### Met1 routing, run 1

Supply wires on this layer in grey.
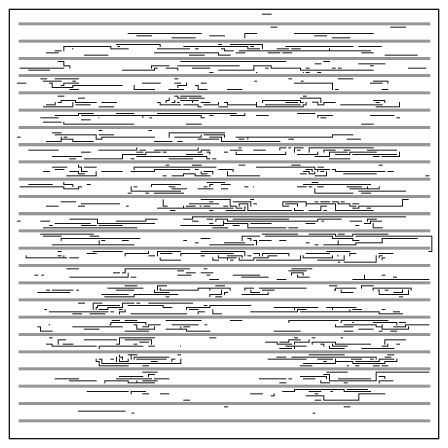
### Metal 2, run 1

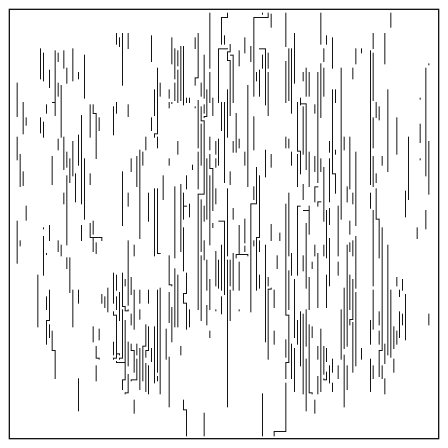
### Metal 3, run 1

The bar under the picture is 20 um long. Cells faint in the background.
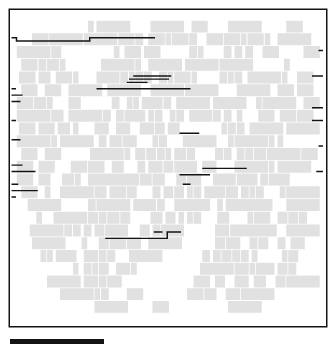
==> config.mk <==
export PLATFORM = sky130hd
export DESIGN_NAME = spi_master
export DESIGN_NICKNAME = d
export VERILOG_FILES = /design/src/rtl/spi_pkg.sv /design/src/rtl/spi_clk_gen.sv /design/src/rtl/spi_master.sv
export SDC_FILE = /design/constraint.sdc
export NUM_CORES = 1
export LEC_CHECK = 0
export CAP_MARGIN = 20
export CORE_UTILIZATION = 55
export DETAILED_ROUTE_END_ITERATION = 6
export MAX_ROUTING_LAYER = met4
export PLACE_DENSITY = 0.79
export SLEW_MARGIN = 25
export SYNTH_ARGS = -nofsm -noshare
export SYNTH_HDL_FRONTEND = slang
export SYNTH_HIERARCHICAL = 1
export SYNTH_SLANG_ARGS = --single-unit
==> constraint.sdc <==
create_clock -name clk -period 3.6 [get_ports clk]
set_input_delay 0.36 -clock clk [delete_from_list [all_inputs] [get_ports clk]]
set_output_delay 0.36 -clock clk [all_outputs]
set_load 0.1 [all_outputs]
==> run notes, run 1 <==
The logs give 0.00878 ns for the final setup skew and 0 for the post-detailed-route DRC marker count. The critical path buffer and inverter count came out at 1. The pin closest to its max-slew limit shows a slew of 0.990 ns.

The post-route fraction of the period consumed by the critical path works out to 79.8%. Post-CTS timing repair inserted 0 buffers for setup. Yosys reported that registers with async set or reset make up 0%. In the Yosys stats the netlist draws on 47 distinct library cells.

By count the netlist is led by 51 x sky130_fd_sc_hd__dfxtp_1, 28 x sky130_fd_sc_hd__nor2_1, 24 x sky130_fd_sc_hd__a21oi_1. The leakage component of the power was reported as 0.994 nW. The data arrival time of the critical path came out at 3.11 ns. The run gives 28 for the number of I/O pins. The report shows a maximum critical-path fanout of 13. The placement summary gives the final routability congestion estimate as 0.816. The run gives 43.3% for the sequential element share of the synthesized area. The largest stage delay on the critical path was 0.48 ns; the count of mapped cells out of synthesis was 262. Most area-hungry cell type in the Yosys netlist: sky130_fd_sc_hd__dfxtp_1. The signal on the critical path passes through nand2b_1, a21oi_1, or4b_4, nor3_1, buf_4, nand2b_1, nor3_1, or2_1, nand3_1, a21oi_1. The run gives 1230 um2 for the logic area. The tools report the number of rows in the core area as 23. The placeable core region came out at 4060 um2. The run gives 0 as the number of max-cap violations.

The run gives 390 nW/um2 for the power per cell area. Once layout is complete, the cells apart from fillers number 338. The tools report the kind of capture point of the worst setup path as a flip-flop. For the count of hold buffers inserted by post-cts repair, the log shows 0. Across all register-to-register paths, the minimum setup slack is 0.73 ns.

For the final global-route overflow total, the log shows 0. The setup path with the least slack is of type flip-flop to flip-flop. The run gives 51 for the number of flip-flops and latches in the synthesized netlist. In this run the layout overhead on the synthesized area is reported as 17.4%. The chip occupies 4550 um2. The layout has 330 filler cells. The area taken by sequential standard cells is reported as 1020 um2. In this run, post-CTS repair resized a total of 0 instances. The final layout reports a setup TNS of 0 ns. The number of warnings the tools reported was 28. Post-synth the commonest register cell is sky130_fd_sc_hd__dfxtp_1. Looking at the VDD voltage map, the peak drop is 0.000254 V.

The cell family contributing the most delay on the critical path is simple AND/OR/NAND/NOR gates. The element type at the critical path start was a flip-flop. The flow ran to the end, and the final reports show no timing, DRC or antenna violations. The count of H-tree levels built during CTS is 2. The run gives 348 MHz for the maximum achievable frequency. For this sky-water flow run, the detailed-routed wirelength per cell is reported as 12.9 um. Of the post-synthesis cell area, the dominant cell type holds 43.3%. According to the Yosys statistics, the synthesized design has a chip area of 2360 um2.
Back to the opening pictures, 'Met1 routing':
- main direction: horizontal
- wire length on this layer: 2,090 um
- share of all routed wire: 48%
- longest straight run: 33.6 um
number of vias in the routed layout: 1,940
met1 track demand over resource: 26.2%
WL final: 4350 um

Back to the opening pictures, 'Metal 2':
- nets with wire on the layer: 254
- wire length on this layer: 2,060 um
fraction of met2 tracks used by global routing: 34.8%

Back to the opening pictures, 'Metal 3':
- share of all routed wire: 3.2%
- main direction: horizontal
- nets with wire on the layer: 23
- wire length on this layer: 141 um
- longest straight run: 19.8 um
Global Route met3 Usage: 5.57%

## run 1: per-stage QoR
stage / util (%) / power [mW] / hold WS (ns) / setup WS, ns / area (um2)
3_5_place_dp: 65.6 / 0.711 / 0.460 / 0.776 / 2660
2_1_floorplan: - / 0.676 / 0.431 / 0.0863 / 2360
5_1_grt: 68.2 / 1.12 / 0.494 / 0.450 / 2770
3_3_place_gp: 65.6 / 0.709 / 0.443 / 0.885 / 2660
6_report: 68.2 / 1.08 / 0.474 / 0.727 / 2770
4_1_cts: 68.2 / 1.09 / 0.479 / 0.754 / 2770
## run 1: cell families (layout without fill, tap and decap cells)
kind of cell | count (synthesis) | count (layout) | share of synthesized area [%]
adders and majority gates | 5 | 5 | 2.65
buffers and inverters | 22 | 48 | 4.30
DFF | 51 | 51 | 43.3
AOI/OAI and AO/OA | 58 | 58 | 16.8
muxes | 15 | 15 | 6.37
and+or+nand+nor | 104 | 104 | 23.9
xor gates and xnor gates | 7 | 7 | 2.60
## run 1: cell type report
cell class	instances	area share [%]
tap	50	2.26
multi-input combinational	189	44.6
timing repair buffer	32	11.1
inverter	9	1.22
clock buffer	5	2.49
sequential	51	36.9
clock inverter	2	1.36
## run 1: per-layer routing
metal  vias up  track usage (%)  share of wire, %
met4         0             8.78               1.4
met3         5             5.57               3.2
li1        989                -                 -
met2        33             34.8                47
met1       913             26.2                48
met5         -                -                 0
## run 1: where the power goes
part | switching (mW) | internal, mW | leakage (nW) | total, mW
Clock | 0.179 | 0.203 | 0.0502 | 0.382
Sequential | 0.0100 | 0.576 | 0.414 | 0.586
Combinational | 0.0710 | 0.0393 | 0.529 | 0.110
Total | 0.260 | 0.819 | 0.994 | 1.08
==> run 2, diff against run 1 <==
Clock period 3.6 ns to 2.8 ns, I/O delays scaled along.
==> run 2 against run 1 <==
Compared with the run above:
- critical path depth is 1 lower
- synthesized cell count did not move
- sequential power rose by 28%
- clock power rose by 33%
- die area is the same
- global-route usage rose by 1.2 points
- flip-flop count unchanged
- total power grew 30%
- largest power group unchanged
- worst hold slack lost 0.0021 ns
- core utilization up 0.12 points
- register-to-register slack got worse by 0.38 ns
- largest cell class unchanged
==> run notes, run 2 <==
The placeable core region was 4060 um2 (unchanged). For the sum of internal, switching and leakage power, the log shows 1.40 mW (+30%). The tools report the power share of the sequential group as 53.7% (-0.6 points). The clock network fraction of total power came out at 36.1% (+0.7 points). The chip area from the yosys synthesis statistics is 2360 um2 (unchanged). For the final weighted congestion in routability-driven placement, the log shows 0.751 (-7.9%). The worst-path cell with the longest stage delay is sky130_fd_sc_hd__or4b_4. The final setup TNS came out at 0 ns (unchanged).

The sequential element share of the synthesized area is 43.3% (unchanged). Global routing put the most usage on met2. The tools report the number of nets in the layout as 306. The fraction of layout instances using a drive strength above 1 is 16.6%.

Switching component of the power: 0.346 mW (+33%). The run gives 0 (unchanged) for the number of buffers inserted to repair setup after CTS. The number of flip-flops and latches in the synthesized netlist was 51 (unchanged). The post-route fraction of the period consumed by the critical path works out to 87.5% (+7.7 points). With the logic gate share of total power at 10.2% (about the same), the transition time of the tightest slew-check pin is 0.692 ns (-0.298 ns). The core utilization of the finished layout is 68.3% (+0.12 points). Met3 layer usage reported by global route: 4.22% (-1.4 points). Looking at the cell usage after synthesis, the top flip-flop cell is sky130_fd_sc_hd__dfxtp_1. Checking max transition, the worst relative margin is 53.6%.

For the number of sinks on the clock net, the log shows 51. The proportion of netlist area held by the largest area contributor works out to 43.3% (unchanged). The sequential cell area in the final layout came out at 1030 um2 (+0.73%). On the critical path the largest part of the delay comes from simple AND/OR/NAND/NOR gates. The switching part of the total power is 24.7% (+0.56 points). With the data arrival time of the critical path at 2.68 ns (-0.43 ns), the internal power is 1.06 mW (+29%).

For the logic area, the log shows 1260 um2 (+1.9%). The tools report the number of fill cells as 348 (+5.5%). TritonCTS built the clock tree. With the largest stage delay on the critical path at 0.48 ns (about the same), the worst-case vdd ir drop is 0.000291 V (+15%). Traced cell by cell, the critical path runs through nand2b_1, a21oi_4, or4b_4, nor3_2, nand2b_1, o21ai_2, or2_4, nand3_1, a21oi_1. The run gives 0.35 ns (-0.38 ns) for the setup slack of the most critical reg-to-reg path. The critical path buffer and inverter count is 0 (-1), and the total count of hold-check failures in the final report is 0. sky130_fd_sc_hd__dfxtp_1 takes more of the synthesized area than any other cell. Final global-route overflow total: 0 (unchanged).

The number of warnings the tools reported came out at 28 (unchanged). The met1 routing resource usage after global routing came out at 27.0% (+0.79 points). The worst setup path is captured at a flip-flop. The setup slack after placement is 0.275 ns (-0.501 ns). The total die area was 4550 um2 (unchanged). With the mean routed wirelength per cell at 13.5 um (+4.8%), the final antenna diode count is 0. The run gives 0 (unchanged) for the post-detailed-route DRC marker count. The horizontal die dimension reported for this design is 67.5 um. The run gives 47 (unchanged) for the number of distinct library cell variants in the gate-level netlist after synthesis. The flow measured a signed area growth from synthesis to layout of 17.6%. The tools report the count of mapped cells out of synthesis as 262 (unchanged).

The run finished with clean final reports. The most repeated cell in the gate-level netlist after synthesis is sky130_fd_sc_hd__dfxtp_1. The run gives 90 for the number of DRC markers after the initial detailed-route iteration. The start-to-end type of the worst setup path was flip-flop to flip-flop. The count of H-tree levels built during CTS is 2 (unchanged). The tools report the element type at the critical path start as a flip-flop. The logs give 1.04 nW (+4.7%) for the standby leakage power and 0 for the final antenna-violating net count.

The total length of routed wires is 4580 um (+5.4%). The number of max-cap violations is 0 (unchanged), and the final worst slack is 0.351 ns (-0.376 ns). The power per cell area is 506 nW/um2 (+30%), and the count of hold buffers inserted by post-cts repair is 0 (unchanged). In the synthesized netlist, the cells that appear most often are 51 x sky130_fd_sc_hd__dfxtp_1, 28 x sky130_fd_sc_hd__nor2_1, 24 x sky130_fd_sc_hd__a21oi_1. The logs give 340 (+0.59%) for the post-layout instance count excluding filler cells and 7700 um for the global-route wire length before repair. With the number of rows in the core area at 23 (unchanged), the fraction of registers with async set or reset after synthesis is 0% (unchanged).

Count of input and output buffers: 27. Post-CTS resize count: 0 (unchanged). The logs give 28 (unchanged) for the number of I/O pins and 408 MHz (+17%) for the maximum achievable frequency. The synthesized design contains 0 enable-type register cells.

The maximum fanout count along the critical path is 13 (unchanged).
run 2: cell counts after synthesis:
Identical to the previous run, type by type.
run 2: final cells by class:
cell class,instances,share of cell area (%)
Multi-Input combinational cell,189,45.4
Sequential cell,51,37.1
Clock inverter,3,1.58
Clock buffer,5,2.48
Tap cell,50,2.26
Inverter,9,1.22
Timing Repair Buffer,33,9.93
run 2: logic make-up (layout without fill, tap and decap cells):
kind of cell / count (synthesis) / in the layout / synth area share, %
adders and majority gates: 5 / 5 / 2.65
DFF: 51 / 51 / 43.3
xor gates and xnor gates: 7 / 7 / 2.60
buffers and inverters: 22 / 50 / 4.30
muxes: 15 / 15 / 6.37
AOI/OAI and AO/OA: 58 / 58 / 16.8
and+or+nand+nor: 104 / 104 / 23.9
run 2: stage by stage:
step / cell area (um2) / hold WS, ns
5_1_grt: 2770 / 0.501
3_5_place_dp: 2660 / 0.464
6_report: 2770 / 0.472
2_1_floorplan: 2390 / 0.431
3_3_place_gp: 2660 / 0.444
4_1_cts: 2770 / 0.478
run 2: layer usage:
| metal | wire length (um) | vias up |
|---|---|---|
| met5 | 0 | - |
| met3 | 197 | 5 |
| met1 | 2180 | 898 |
| met4 | 55 | 0 |
| met2 | 2150 | 37 |
| li1 | - | 989 |
run 2: power by group through the flow:
stage	sequential (mW)	clock, mW	combinational, mW
after floorplan	0.802	0	0.0695
after global placement	0.769	0	0.142
after detailed placement	0.770	0	0.143
after CTS	0.753	0.523	0.144
after global routing	0.756	0.552	0.157
final	0.753	0.507	0.144
### Metal 2, run 2

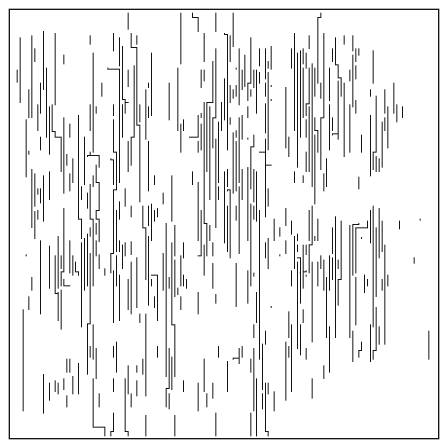
fraction of met2 tracks used by global routing: 38.1%
number of vias in the routed layout: 1,929

### Clock routing, run 2

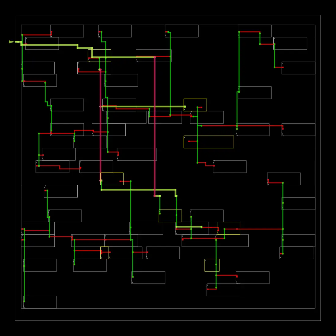
power in the clock group: 0.507 mW
clock tree skew after final layout: 0.0135 ns
sequential cells: 51

Power and IR drop assume default switching activity.
